==> src/rtl/yalu_arbiter_if.sv <==
// Request/response bundle between the two issue sources, the result consumer and yalu_arbiter.
// master: requesters plus consumer; slave: the arbiter.
interface yalu_arbiter_if #(
  parameter int WIDTH = 32
);
  logic             req0_valid;
  logic             req1_valid;
  logic [2:0]       req0_op;
  logic [2:0]       req1_op;
  logic [WIDTH-1:0] req0_a;
  logic [WIDTH-1:0] req0_b;
  logic [WIDTH-1:0] req1_a;
  logic [WIDTH-1:0] req1_b;
  logic             gnt0;
  logic             gnt1;
  logic             resp_valid;
  logic             resp_ready;
  logic [WIDTH-1:0] resp_z;
  logic             resp_ex;
  logic             resp_id;
  logic             resp_err;

  modport master (
    output req0_valid, req1_valid, req0_op, req1_op, req0_a, req0_b, req1_a, req1_b,
    output resp_ready,
    input  gnt0, gnt1, resp_valid, resp_z, resp_ex, resp_id, resp_err
  );

  modport slave (
    input  req0_valid, req1_valid, req0_op, req1_op, req0_a, req0_b, req1_a, req1_b,
    input  resp_ready,
    output gnt0, gnt1, resp_valid, resp_z, resp_ex, resp_id, resp_err
  );
endinterface

==> src/rtl/yalu_arbiter.sv <==
// Shares one yAlu-equivalent datapath between two requesters: IDLE -> EXEC -> RESP sequencing.
// Define YALU_ARB_ROUND_ROBIN_EN for round-robin tie-breaking; otherwise requester 0 has fixed priority.
module yalu_arbiter #(
  parameter int WIDTH = 32
) (
  input  logic          clk,
  input  logic          rst_n,
  yalu_arbiter_if.slave bus
);

  typedef enum logic [1:0] {
    IDLE = 2'd0,
    EXEC = 2'd1,
    RESP = 2'd2
  } state_t;

  state_t           state_r;
  state_t           state_s;
  logic             grant_win_s;
  logic             pick1_s;
  logic             gnt0_s;
  logic             gnt1_s;
  logic             gnt_any_s;
  logic [2:0]       op_r;
  logic [WIDTH-1:0] a_r;
  logic [WIDTH-1:0] b_r;
  logic             id_r;
  logic [WIDTH+1:0] alu_s;
  logic             resp_valid_r;
  logic [WIDTH-1:0] resp_z_r;
  logic             resp_ex_r;
  logic             resp_id_r;
  logic             resp_err_r;

  // yAlu behaviour: returns {err, ex, z}; ex is the zero flag, forced low with z on an illegal opcode.
  function automatic logic [WIDTH+1:0] alu_eval(input logic [2:0] op,
                                                input logic [WIDTH-1:0] a,
                                                input logic [WIDTH-1:0] b);
    logic [WIDTH-1:0] z;
    logic             err;
    z   = '0;
    err = 1'b0;
    case (op)
      3'd0:    z = a & b;
      3'd1:    z = a | b;
      3'd2:    z = a + b;
      3'd6:    z = a - b;
      3'd7:    z = ($signed(a) < $signed(b)) ? {{(WIDTH-1){1'b0}}, 1'b1} : '0;
      default: begin
        z   = '0;
        err = 1'b1;
      end
    endcase
    return {err, (~err) & (z == '0), z};
  endfunction

`ifdef YALU_ARB_ROUND_ROBIN_EN
  logic ptr_r;

  // Round-robin pointer: after a grant it points at the requester that was not served.
  always_ff @(posedge clk) begin
    if (!rst_n) begin
      ptr_r <= 1'b0;
    end else if (gnt_any_s) begin
      ptr_r <= gnt0_s;
    end else begin
      ptr_r <= ptr_r;
    end
  end

  assign pick1_s = ptr_r;
`else
  assign pick1_s = 1'b0;
`endif

  // Grant window and one-hot arbitration.
  always_comb begin
    grant_win_s = 1'b0;
    gnt0_s      = 1'b0;
    gnt1_s      = 1'b0;
    if (!rst_n) begin
      grant_win_s = 1'b0;
    end else if (state_r == IDLE) begin
      grant_win_s = 1'b1;
    end else if ((state_r == RESP) && bus.resp_ready) begin
      grant_win_s = 1'b1;
    end else begin
      grant_win_s = 1'b0;
    end
    if (grant_win_s) begin
      if (bus.req0_valid && bus.req1_valid) begin
        gnt0_s = ~pick1_s;
        gnt1_s = pick1_s;
      end else begin
        gnt0_s = bus.req0_valid;
        gnt1_s = bus.req1_valid;
      end
    end else begin
      gnt0_s = 1'b0;
      gnt1_s = 1'b0;
    end
  end

  assign gnt_any_s = gnt0_s | gnt1_s;

  // Next-state logic.
  always_comb begin
    state_s = state_r;
    case (state_r)
      IDLE: begin
        if (gnt_any_s) begin
          state_s = EXEC;
        end else begin
          state_s = IDLE;
        end
      end
      EXEC: state_s = RESP;
      RESP: begin
        if (bus.resp_ready) begin
          state_s = gnt_any_s ? EXEC : IDLE;
        end else begin
          state_s = RESP;
        end
      end
      default: state_s = IDLE;
    endcase
  end

  // State register.
  always_ff @(posedge clk) begin
    if (!rst_n) begin
      state_r <= IDLE;
    end else begin
      state_r <= state_s;
    end
  end

  // Operand registers; the ALU sees only these, never the live request lines.
  always_ff @(posedge clk) begin
    if (!rst_n) begin
      op_r <= 3'd0;
      a_r  <= '0;
      b_r  <= '0;
      id_r <= 1'b0;
    end else if (gnt_any_s) begin
      op_r <= gnt1_s ? bus.req1_op : bus.req0_op;
      a_r  <= gnt1_s ? bus.req1_a  : bus.req0_a;
      b_r  <= gnt1_s ? bus.req1_b  : bus.req0_b;
      id_r <= gnt1_s;
    end else begin
      op_r <= op_r;
      a_r  <= a_r;
      b_r  <= b_r;
      id_r <= id_r;
    end
  end

  assign alu_s = alu_eval(op_r, a_r, b_r);

  // Result registers, captured at the end of EXEC and held through RESP.
  always_ff @(posedge clk) begin
    if (!rst_n) begin
      resp_z_r   <= '0;
      resp_ex_r  <= 1'b0;
      resp_id_r  <= 1'b0;
      resp_err_r <= 1'b0;
    end else if (state_r == EXEC) begin
      resp_z_r   <= alu_s[WIDTH-1:0];
      resp_ex_r  <= alu_s[WIDTH];
      resp_id_r  <= id_r;
      resp_err_r <= alu_s[WIDTH+1];
    end else begin
      resp_z_r   <= resp_z_r;
      resp_ex_r  <= resp_ex_r;
      resp_id_r  <= resp_id_r;
      resp_err_r <= resp_err_r;
    end
  end

  // Response valid mirrors the registered RESP state.
  always_ff @(posedge clk) begin
    if (!rst_n) begin
      resp_valid_r <= 1'b0;
    end else begin
      resp_valid_r <= (state_s == RESP);
    end
  end

  assign bus.gnt0       = gnt0_s;
  assign bus.gnt1       = gnt1_s;
  assign bus.resp_valid = resp_valid_r;
  assign bus.resp_z     = resp_z_r;
  assign bus.resp_ex    = resp_ex_r;
  assign bus.resp_id    = resp_id_r;
  assign bus.resp_err   = resp_err_r;

endmodule

==> src/flat_wrapper.sv <==
// flat-port wrapper written by rule: the top's interface ports become plain ports
module yalu_arbiter_flat 
#(
  parameter int WIDTH = 32
)
  (clk, rst_n, bus_req0_valid, bus_req1_valid, bus_req0_op, bus_req1_op, bus_req0_a, bus_req0_b, bus_req1_a, bus_req1_b, bus_resp_ready, bus_gnt0, bus_gnt1, bus_resp_valid, bus_resp_z, bus_resp_ex, bus_resp_id, bus_resp_err);
  yalu_arbiter_if #(.WIDTH(WIDTH)) bus_i ();
  input  logic clk;
  input  logic rst_n;
  input wire logic [$bits(bus_i.req0_valid)-1:0] bus_req0_valid;
  input wire logic [$bits(bus_i.req1_valid)-1:0] bus_req1_valid;
  input wire logic [$bits(bus_i.req0_op)-1:0] bus_req0_op;
  input wire logic [$bits(bus_i.req1_op)-1:0] bus_req1_op;
  input wire logic [$bits(bus_i.req0_a)-1:0] bus_req0_a;
  input wire logic [$bits(bus_i.req0_b)-1:0] bus_req0_b;
  input wire logic [$bits(bus_i.req1_a)-1:0] bus_req1_a;
  input wire logic [$bits(bus_i.req1_b)-1:0] bus_req1_b;
  input wire logic [$bits(bus_i.resp_ready)-1:0] bus_resp_ready;
  output wire logic [$bits(bus_i.gnt0)-1:0] bus_gnt0;
  output wire logic [$bits(bus_i.gnt1)-1:0] bus_gnt1;
  output wire logic [$bits(bus_i.resp_valid)-1:0] bus_resp_valid;
  output wire logic [$bits(bus_i.resp_z)-1:0] bus_resp_z;
  output wire logic [$bits(bus_i.resp_ex)-1:0] bus_resp_ex;
  output wire logic [$bits(bus_i.resp_id)-1:0] bus_resp_id;
  output wire logic [$bits(bus_i.resp_err)-1:0] bus_resp_err;
  assign bus_i.req0_valid = bus_req0_valid;
  assign bus_i.req1_valid = bus_req1_valid;
  assign bus_i.req0_op = bus_req0_op;
  assign bus_i.req1_op = bus_req1_op;
  assign bus_i.req0_a = bus_req0_a;
  assign bus_i.req0_b = bus_req0_b;
  assign bus_i.req1_a = bus_req1_a;
  assign bus_i.req1_b = bus_req1_b;
  assign bus_i.resp_ready = bus_resp_ready;
  assign bus_gnt0 = bus_i.gnt0;
  assign bus_gnt1 = bus_i.gnt1;
  assign bus_resp_valid = bus_i.resp_valid;
  assign bus_resp_z = bus_i.resp_z;
  assign bus_resp_ex = bus_i.resp_ex;
  assign bus_resp_id = bus_i.resp_id;
  assign bus_resp_err = bus_i.resp_err;
  yalu_arbiter #(.WIDTH(WIDTH)) u_core (.clk(clk), .rst_n(rst_n), .bus(bus_i));
endmodule
==> config.mk <==
export PLATFORM = sky130hd
export DESIGN_NAME = yalu_arbiter_flat
export DESIGN_NICKNAME = d
export VERILOG_FILES = /design/src/rtl/yalu_arbiter_if.sv /design/src/rtl/yalu_arbiter.sv /design/src/flat_wrapper.sv
export SDC_FILE = /design/constraint.sdc
export NUM_CORES = 1
export LEC_CHECK = 0
export CAP_MARGIN = 10
export CORE_UTILIZATION = 40
export DETAILED_ROUTE_END_ITERATION = 8
export SETUP_SLACK_MARGIN = 0.05
export SYNTH_ARGS = -nofsm -noshare
export SYNTH_HDL_FRONTEND = slang
export SYNTH_SLANG_ARGS = --single-unit
==> constraint.sdc <==
create_clock -name clk -period 3.65 [get_ports clk]
set_input_delay 0.365 -clock clk [delete_from_list [all_inputs] [get_ports clk]]
set_output_delay 0.365 -clock clk [all_outputs]
set_load 0.05 [all_outputs]
run_1/congestion_map.png
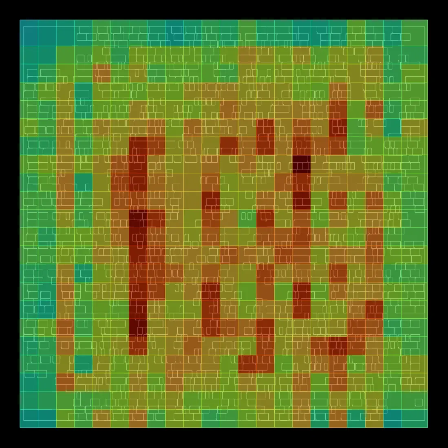
met3 GRT Util: 2.97%
Most Used Layer, Global Route: met2
final core occ: 54.1%
met1 track demand over resource in global routing: 38.1%
routed len/inst: 17.7 um

run_1/ff_map.png
Other sequential cells in the stronger gray, the rest of the logic in the fainter gray.
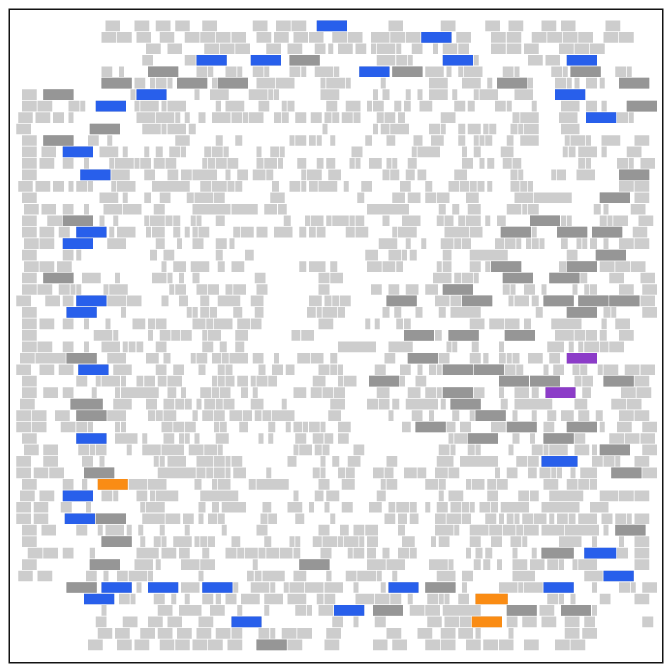
legend:
  blue:
    name_in_the_netlist: `u_core.b_r`
    flops: 32
    where: widely spread
  orange:
    name_in_the_netlist: `u_core.op_r`
    flops: 3
  purple:
    name_in_the_netlist: `u_core.state_r`
    flops: 2
sequential portion of the cell area: 17.3%
FF+latch area: 0.00213 mm^2
total sequential power: 0.00136 W

run_1/m4.png
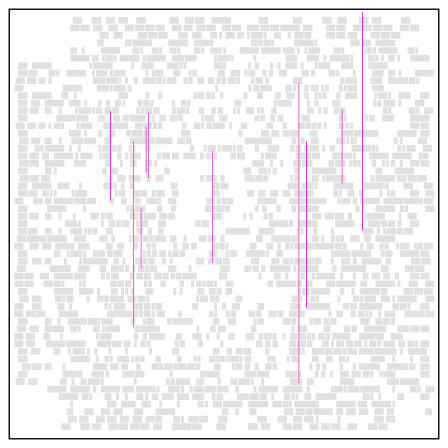
nets with wire on the layer: 8
longest straight run: 108 um
wire length on this layer: 474 um
main direction: vertical
wire length after detailed routing: 30300 um
total vias in the final route: 9336

==> summary.txt, run 1 <==
Results of the run.

The count of buffering cells on the critical path with inverters included is 2. The data required time at the worst endpoint is approximately 4000 ps. The fraction of area in clock buffers and inverters is about 2.4%. In this run, the combinational gates consume between 40 and 50% of the power. Counting the fill cells in the layout gives about 2300. The number of max-slew violations in the final report is 0.

Per STA, the endpoint of the critical path is u_core.bus.resp_ex. At the floorplan stage, the core utilization is reported as approximately 40%. The type of the worst setup path is register to register. In this run, CTS created clock tree buffers numbering 9. Total power normalized to cell area comes to between 300 and 400 mW/mm^2. TritonCTS built the clock tree.

For reference, the top cells by count after synthesis are sky130_fd_sc_hd__nor2_1 (152), sky130_fd_sc_hd__inv_1 (110), sky130_fd_sc_hd__dfxtp_1 (106). The post-synth count of flops with an enable pin is 0. The proportion of synthesized area in mux cells is ~9.8%. After detailed routing, the met3 layer carries roughly 1500 um of wire. The final cell count without fillers is roughly 1700.

Yosys reported a register bit count of about 110. In the synthesized netlist the dominant register cell turns out to be sky130_fd_sc_hd__dfxtp_1. The most numerous cell in the Yosys netlist is sky130_fd_sc_hd__nor2_1. After synthesis, the largest family of logic cells by area is AND-OR/OR-AND gates. The group that draws the most power in this run is combinational cells. The via count of the first global-routing pass is between 8000 and 9000. The number of buffers outside the clock class in the layout is 257. The number of hold-repair buffers added at the cts stage is 0. The number of antenna violations at the first check in global routing is 0. Timing would allow up to a little under 0.3 GHz. The chip area is roughly 0.024 mm^2. Per the Yosys statistics, synthesis produced around 1200 cells. The sequential cell count of the final layout is about 110. The synthesized netlist devotes a little over an eighth of its cell area to adder and majority cells. After detailed routing, the number of remaining DRC violations is 0.

The synthesized netlist handed to floorplanning was reported with a cell count of around 1200. The ratio of final minimum period to clock period is 93.5%. The maximum number of pins on one net before global-route repair is ~69. The core area is 0.0228 mm^2. Looking at the post-CTS report, the setup buffer insertion count equals 0.

Looking at the critical path, the highest net fanout was 5. The worst-margin pin slew is between 900 and 1000 ps. The class occupying the most area after layout is reported as combinational gates. Looking at the clock tree report, the root buffer type is sky130_fd_sc_hd__clkbuf_16. The quantity of I/O buffers inserted on ports is ~180.

Counting cells, the worst reg-to-reg path comes to 14. In the final timing run, aggregate negative setup slack is 0 ps. The synthesis report lists the most area-consuming cells as sky130_fd_sc_hd__dfxtp_1 (23%), sky130_fd_sc_hd__ha_1 (13%), sky130_fd_sc_hd__mux2i_1 (9.5%), sky130_fd_sc_hd__a211oi_1 (7.6%), sky130_fd_sc_hd__nor2_1 (6.1%). The violation tally recorded at the end of detailed-routing iteration 0 is 742. The length of the first detailed-routing pass in iterations is 7. In the routed layout, each cell is associated on average with a via count of about 5.4.

In this run the count of I/O pins placed on the die edge is roughly 180. The H-tree generated during clock tree synthesis spans 3 levels. A synthesized cell averages 7.65 um^2.

The count of inverters not on the clock network in the layout is 113. The area growth from synthesis to layout is 32.1%. Measured along the y axis, the die boundary spans roughly 150 um. The launching element type of the critical path is a register. For this run, the script counts the antenna cells in the layout as 0.

The endpoint of the worst-slack reg-to-reg timing path is u_core.bus.resp_ex. The highest metal layer with signal wires is met4. Summed over all layers, the global routing overflow is 0. The global-route wire length before repair is between 40000 and 50000 um. The final hold violation count recorded for this run is 0. The run finished with clean final reports.

The power dissipated in the clock network is between 0.001 and 0.0015 W. The AND-OR/OR-AND share of the synthesized area is approximately a quarter. The path length in cells of the critical path is 14. The cell-mix breakdown from Yosys lists the XOR/XNOR area share as 2.53%. Gates resized during post-CTS repair numbered 4. The final net count is roughly 1600. Per STA, the worst path is made up of inv_1 > ha_1 > buf_4 > nor2b_2 > a2111oi_2 > a211oi_2 > nor3b_1 > a211o_4 > o41ai_4 > a21oi_2 > or3_1 > a32oi_2 > nand4_1 > o31ai_2.

The number of nets in the synthesized netlist is roughly 1500. The time the final worst path needs with I/O delays and setup is roughly 3400 ps.
==> run 2: changes to the inputs <==
- MAX_ROUTING_LAYER: not set -> met4
run_2/congestion_map.png
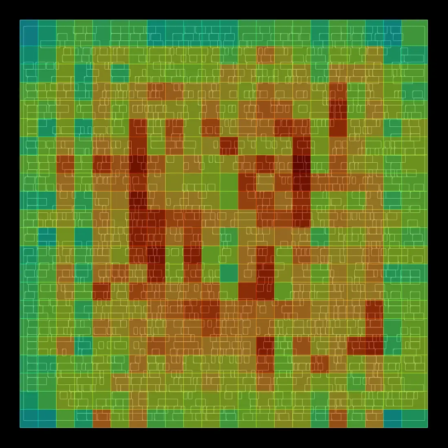
global routing usage summed across all routing layers: 26.8%
met3 GRT Util: 2.91%
routed len/inst: 18.1 um
met2 Resource Use GR: 39.8%
met1 track demand over resource in global routing: 38.9%

==> run 2 against run 1 <==
Against the previous run:
- clock power about the same
- sequential cell count unchanged
- count of clock-buffer cells in the layout decreased by 1
- cell area increased by 0.61%
- global-route usage increased by 1.2 points
- sequential power about the same
- combinational power about the same
- cell count unchanged
- area after synthesis unchanged
- total power increased by 0.46%
- worst hold slack about the same
- largest power group unchanged
==> summary.txt, run 2 <==
Results of the run.

The flow reports that sequential cells draw roughly 30% of the design power. The clock H-tree reported by CTS has 3 levels. The reg2reg setup slack is about 260 ps.

After floorplanning, the die was sized to cover around 0.024 mm^2. A synthesized cell averages 7.65 um^2. In the synthesized netlist, the cells that appear most often are sky130_fd_sc_hd__nor2_1 (152), sky130_fd_sc_hd__inv_1 (110), sky130_fd_sc_hd__dfxtp_1 (106). By area, combinational gates come first. The warning tally printed by Yosys for this design is 0. The total number of tap cells is 313.

The slowest stage of the critical path is the sky130_fd_sc_hd__or4_4 cell. The cell total in the yosys stat output is 1219. The fraction of power consumed by the clock network is ~22%. Walking the worst path, the cells encountered are inv_1 > ha_2 > fa_2 > o21bai_4 > a21oi_1 > o21a_1 > xnor2_1 > o22ai_1 > or4_1 > or4_4 > nor4_4 > and4_1 > nand4b_1 > o31ai_2. For this run, the leading register cell type out of synthesis is sky130_fd_sc_hd__dfxtp_1. For the combinational group, total power comes out at between 0.002 and 0.0025 W. The area taken by sequential standard cells is reported as around 0.0021 mm^2. The worst-case IR drop observed on VDD is ~0.00028 V. Combinational cells account for between 40% and 50% of the total power.

The most critical hold endpoint after final layout shows a slack of 461 ps. The longest clock path from root to sink contains 2 buffers. The design has 106 sequential cells. Post-route period utilization is reported as about 93%. The worst setup path is captured at a register. For reference, simple AND, OR, NAND and NOR cells occupy ~16% of the area reported after synthesis. In this run the top signal layer used is met4. The number of resized instances in the post-cts repair step is 7. Looking at the gate-level netlist, the highest instance count belongs to sky130_fd_sc_hd__nor2_1. Detailed-route iteration 0 reported a violation count of 683. The final report lists a non-filler cell total of roughly 1700.

The peak fanout along the critical path is 3. The clock network takes up approximately 2.3% of total cell area after layout. The number of maximum-capacitance violations recorded for the run is 0. The worst hold path terminates at u_core.bus.resp_id.

The proportion of synthesized area in mux cells is under 10%. The fraction of synthesized cell area in xor and xnor cells is between 2 and 3%. The via-per-instance ratio is 5.50. The top cell family by delay on the critical path is simple AND/OR/NAND/NOR gates.

The post-synthesis instance area is approximately 0.0093 mm^2. Per the post-CTS timing run, clock transition at the registers of the reported paths is ~80 ps. The cell chosen for the clock root is sky130_fd_sc_hd__clkbuf_16. Ranked by power, first place goes to combinational cells. Recorded from the global router log, the overflow total was 0.

The number of hold-repair buffers added at the cts stage is 0. For this block, the via count after detailed routing is approximately 9500. Per the synthesis report, the dominant area consumer among library cells is sky130_fd_sc_hd__dfxtp_1. The global-route wire length before repair is 49300 um. The worst slew margin relative to its limit is between 30 and 40%. The commonest non-fill, non-tap cell in the layout is sky130_fd_sc_hd__clkdlybuf4s50_1. The aggregate routed wire length is between 30000 and 40000 um. Before CTS, the worst setup slack after placement is -135 ps. Summing the areas of all fa, ha and maj instances in the mapped netlist gives a little over an eighth of the synthesized area. The routed wirelength on the met1 layer is recorded as between 15000 and 20000 um. 0 antenna diodes ended up in the layout. The sequential cell area share is 17.2%. The initial standard-cell utilization of the core is between 40 and 50%. The total cell area at the placement stage is approximately 0.012 mm^2. The internal power is roughly 0.0027 W. The number of cell instances on the worst register-to-register path is 14. The number of cells on the worst hold path is 2.

Subtracting the final worst setup slack from the clock period gives roughly 3400 ps. For this design the static power due to leakage is roughly 4.6 nW. Setup repair after global routing left no endpoint under its margin.

The via count of the first global-routing pass is between 8000 and 9000. The power consumed by sequential cells is about 0.0014 W. STA classifies the critical path startpoint as a register.

The critical path is of the register to register type. The type of the tightest min-delay check is register to register. After detailed placement, the design holds a cell count of roughly 1700. Summing all non-filler instances in the final layout gives an area of roughly 0.012 mm^2.

Per the skew report, the later register of the worst-skew pair sees a clock latency of between 300 and 400 ps. The layout has ~2300 filler cells. The library cells used most frequently in the layout, excluding fill and tap cells, are sky130_fd_sc_hd__clkdlybuf4s50_1 (175), sky130_fd_sc_hd__nor2_1 (151), sky130_fd_sc_hd__inv_1 (110). For reference, the top cells by area after synthesis are sky130_fd_sc_hd__dfxtp_1 (23%), sky130_fd_sc_hd__ha_1 (13%), sky130_fd_sc_hd__mux2i_1 (9.5%), sky130_fd_sc_hd__a211oi_1 (7.6%), sky130_fd_sc_hd__nor2_1 (6.1%). The number of nets with antenna violations after detailed routing is 0.

The final setup TNS is 0 ps. At the end of the flow the core is filled with cells to 54.4%. The number of distinct library cells after synthesis is around 80. The final total power is 0.00455 W. The endpoint identified for the worst register-to-register timing path is u_core.bus.resp_ex. Along the critical path, the tally of buffer and inverter instances is 1. The maximum single-stage delay on the critical path is roughly 460 ps. The worst path arrival time is 3670 ps. The core area is roughly 0.023 mm^2. The number of remaining DRC errors is 0. According to the timing report, the critical path is captured at u_core.bus.resp_ex. The number of instances in the synthesized netlist is 1219. The origin of the worst setup path is u_core.a_r[0]. In the synthesized netlist the async set-or-reset flop fraction comes to 0%. Of all the cell area in the finished design, non-clock buffers hold between 10% and 20%. The number of I/O pins is around 180. The final weighted congestion recorded by global placement is between 0.9 and 1. The share of final-layout standard cells stronger than drive strength 1 is approximately an eighth. Summed over the clock group, the power is about 0.00099 W.

CTS added clock buffers totalling 9. The busiest layer in global routing is met2. Pins over their slew limit in the final report were tallied at 0. Leaving out the clock tree, the finished layout contains a buffer count of around 260. The number of clock buffers in the layout is 9. The chip width is approximately 150 um. Synthesis produced a netlist with a net count of approximately 1500.

Multi-input combinational cells in the finished layout were counted as 913. Counting endpoints that fail hold in the final report gives 0. The first detailed-routing pass took 5 iterations.

The count of endpoints failing setup in the final report is 0. The maximum clock rate is just under 0.3 GHz. The routed design uses ~1800 um of met3 wire. The count of warning messages emitted by the tools is about 92. The reg-to-reg startpoint is u_core.a_r[0]. For this design the ratio of total power to cell area is ~370 mW/mm^2. The area share of the largest cell type after synthesis is a little under a quarter. The path length in cells of the critical path is 14. Yosys mapped a number of flops with a built-in enable equal to 0. Per the placement log, port buffering inserted 176 buffers.

Looking at hold timing, the worst path starts from u_core.id_r. The finished design was reported to have a net count of between 1500 and 2000. The number of register bits inferred by synthesis is 106. The number of antenna violations at the first check in global routing is 0.

Leaving out the clock tree, the finished layout contains an inverter count of 113. The TritonCTS clock tree is yes. The detailed placement HPWL is ~24000 um. At the pin with the least slew margin, the transition time is between 900 and 1000 ps. The worst setup slack after layout is roughly 260 ps. The run finished with clean final reports. After synthesis, the largest family of logic cells by area is AND-OR/OR-AND gates. The net switching power is between 0.0015 and 0.002 W. In the final layout, the multi-input gates occupy 0.00676 mm^2. The number of placement rows is ~55.

The sequential cell area fraction in the yosys report is 22.7%. Entering global routing, the biggest net connects between 70 and 80 pins. The height of the chip is roughly 150 um.

The post-CTS setup buffer count is 0. Relative to the synthesized area, the layout overhead comes to 32.9%. Per the synthesis report, the AND-OR/OR-AND share of the synthesized area is 26.4%.

The data required time reported for the critical path is around 3900 ps.
==> run 3: changes to the inputs <==
- clock period: 3.65 -> 4.2 ns (I/O delays scaled with it)
run_3/clock_wires.png
Scale bar: 50 um.
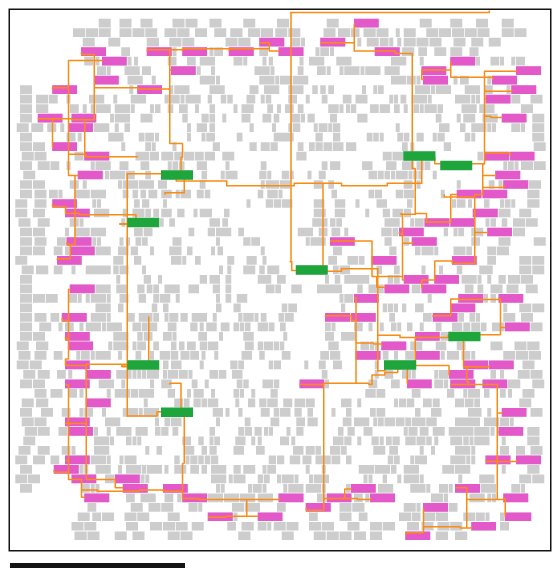
legend:
  magenta:
    item: flip-flops
    count: 106
  green:
    item: clock-net drivers
    count: 9
  orange:
    item: clock wires
    length: 1710 um
routed clock nets: 10
source-to-sink clock delay at the later pin of the worst-skew pair: 370 ps
power share of the clock group: 23.2%

==> run 3 against run 2 <==
Against the previous run:
- area after synthesis is the same
- cell area shrank 6.0%
- core utilization shrank 3.3 points
- worst hold slack lost 3.6 ps
- die size is the same
- clock skew is essentially flat
- cell count shrank 3.1%
- non-clock buffer count shrank 55
==> summary.txt, run 3 <==
Results of the run.

In this run the register-to-register setup slack is between 200 and 300 ps. The proportion of synthesized area in mux cells is 9.79%. The area fraction in and, or, nand and nor cells is roughly 16%. The critical path is of the register to register type.

The power report attributes to the combinational group a share of 45.3%. Per the GRT log, the top usage layer is met1. The origin of the worst setup path is u_core.b_r[8].

In this build the clock could be raised as far as between 0.2 and 0.3 GHz. After clock tree synthesis, the repair step resized 0 gates. In the final layout, flip-flops and latches take up a little under a fifth of the cell area.

The fraction of met1 tracks used by global routing is between 30% and 40%. The time the final worst path needs with I/O delays and setup is approximately 3900 ps. The hold-critical path endpoint is u_core.bus.resp_id. CTS placed an instance of sky130_fd_sc_hd__clkbuf_16 at the clock tree root. The total number of tap cells is 313. The cell total in the yosys stat output is about 1200. The global routing report lists met2 layer usage as 37.4%. The number of instances in the synthesized netlist is 1219.

The worst slew margin relative to its limit is a little over two fifths. According to the floorplan report, the total die area is between 0.02 and 0.025 mm^2. The max capacitance violation total is 0. The cell class ranked first by area is combinational gates. Measured on the final layout, the clock distribution area share stands at 2.45%. The share of final-layout standard cells stronger than drive strength 1 is 5.56%. Yosys mapped a number of flops with a built-in enable equal to 0. After routing, the total negative slack on setup checks comes to 0 ps. Pin placement for this block handled between 150 and 200 I/O pins. STA classifies the critical path startpoint as a register.

Before any placement, the netlist area is recorded as roughly 0.0093 mm^2. The layout contains a multi-input combinational cell count of just over 900. The sequential group share of total power is roughly a third.

Measured along the x axis, the die boundary spans about 150 um. The area growth from synthesis to layout is 25.0%. Looking at hold timing, the worst path starts from u_core.id_r. Counting instances, the worst hold path has a depth of 2. The area occupied by multi-input gates is 0.00644 mm^2. The STA report counts the stages on the worst setup path as 13. Cells fill between 50% and 60% of the core in the end. Once detailed placement completed, the half-perimeter wirelength came to roughly 24000 um.

The number of clock buffers inserted by TritonCTS is 9. The ratio of final minimum period to clock period is between 90 and 100%. The worst setup slack before clock tree synthesis is between 200 and 300 ps. The flow ran to the end, and the final reports show no timing, DRC or antenna violations. The die is about 150 um tall.

The data required time reported for the critical path is between 4000 and 5000 ps. The antenna diode count is 1. The synthesis stat section lists a flop and latch total of 106. The worst-case IR drop observed on VDD is 0.000180 V.

The final layout report lists a clock buffer count of 10. The count of inverters not on the clock network in the layout is 113. The reg-to-reg startpoint is u_core.b_r[8].

The maximum clock insertion buffer count is 2. The met1 wire length is roughly 16000 um. The synthesis stats list as the most numerous cell sky130_fd_sc_hd__nor2_1.

The area used by sequential logic in the layout is ~0.0021 mm^2. Per the final timing report, the hold violations number 0. The worst path arrival time is roughly 4200 ps. The area share of the largest cell type after synthesis is 22.7%. Detailed-route iteration 0 reported a violation count of between 500 and 600. For this design the static power due to leakage is ~4.3 nW. The peak fanout along the critical path is 14. The overflow left after global routing is 0. The number of antenna violations at the first check in global routing came to 0. STA classifies the critical path endpoint as a register. The number of buffers outside the clock class in the layout is 202. The post-layout instance area is 0.0117 mm^2. Of the synthesized area, sequential elements account for a little under a quarter. The congestion estimate from routability-driven global placement came to 0.926. The fraction of synthesized cell area in xor and xnor cells is 2.53%. In the final report, the number of pins over their slew limit comes to 0. Total global-route track usage over all layers is a little over a quarter. The critical path in the final layout is reported with a setup slack of around 280 ps. Once layout is complete, the cells apart from fillers number 1664. The count of buffering cells on the critical path with inverters included is 1. Hold repair after CTS inserted 0 buffers. The top cell family by delay on the critical path is AND-OR/OR-AND gates.

The met3 routing resource usage after global routing is under 10%. The post-placement cell count is roughly 1600. According to the floorplan log, the row count is 55. The script logs the mean routed wire length per placed instance as 18.3 um. The quantity of I/O buffers inserted on ports is approximately 180. The via count of the first global-routing pass came to around 8500. In the layout the commonest cells are sky130_fd_sc_hd__clkdlybuf4s50_1 (176), sky130_fd_sc_hd__nor2_1 (151), sky130_fd_sc_hd__inv_1 (110).

After synthesis, the most frequently instantiated cells are sky130_fd_sc_hd__nor2_1 (152), sky130_fd_sc_hd__inv_1 (110), sky130_fd_sc_hd__dfxtp_1 (106). The commonest non-fill, non-tap cell in the layout is sky130_fd_sc_hd__clkdlybuf4s50_1. Among the non-sequential cells, AND-OR/OR-AND gates take the most area. Power attributed to combinational cells is 0.00171 W. The worst register-to-register path ends at u_core.bus.resp_ex. Per the synth stats, the proportion of register bits with asynchronous set or reset is 0%.

The maximum single-stage delay on the critical path is 690 ps. After layout, the design draws a total of approximately 0.0038 W. Per the detailed-route log, wirelength across all metal layers totals 30500 um.

The highest metal layer with signal wires is met4. The highest-delay cell along the critical path is sky130_fd_sc_hd__o31ai_1. The power consumed by sequential cells is between 0.001 and 0.0015 W. Per the synthesis report, the AND-OR/OR-AND share of the synthesized area is roughly a quarter.

The length of the first detailed-routing pass in iterations is 6. For this run, the detailed router reports a per-instance via density of 5.54. The final worst hold slack is approximately 460 ps. The capturing element of the worst setup path is u_core.bus.resp_ex.

Of all cell types, the one taking the most synthesized area is sky130_fd_sc_hd__dfxtp_1. Per the repair_timing log after CTS, setup buffers inserted total 0. In the Yosys stats the netlist draws on between 70 and 80 distinct library cells. Setup repair after global routing left no endpoint under its margin.

The maximum number of pins on one net before global-route repair is about 80. The routed design uses about 1700 um of met3 wire. The TritonCTS clock tree is yes. The number of cell instances on the worst register-to-register path is 13. The worst hold path belongs to the class register to register. The power dissipated in the clock network is between 0.0008 and 0.0009 W. The core area is approximately 0.023 mm^2. Of all power groups, the one with the highest power is combinational cells.

The filler cells instantiated in the layout total 2282. The number of levels in the clock H-tree is 3. The via count is 9223.

The clock-pin slew reported for the worst setup and hold paths after clock tree synthesis is about 80 ps.
Power is estimated from default activity; no workload was simulated.
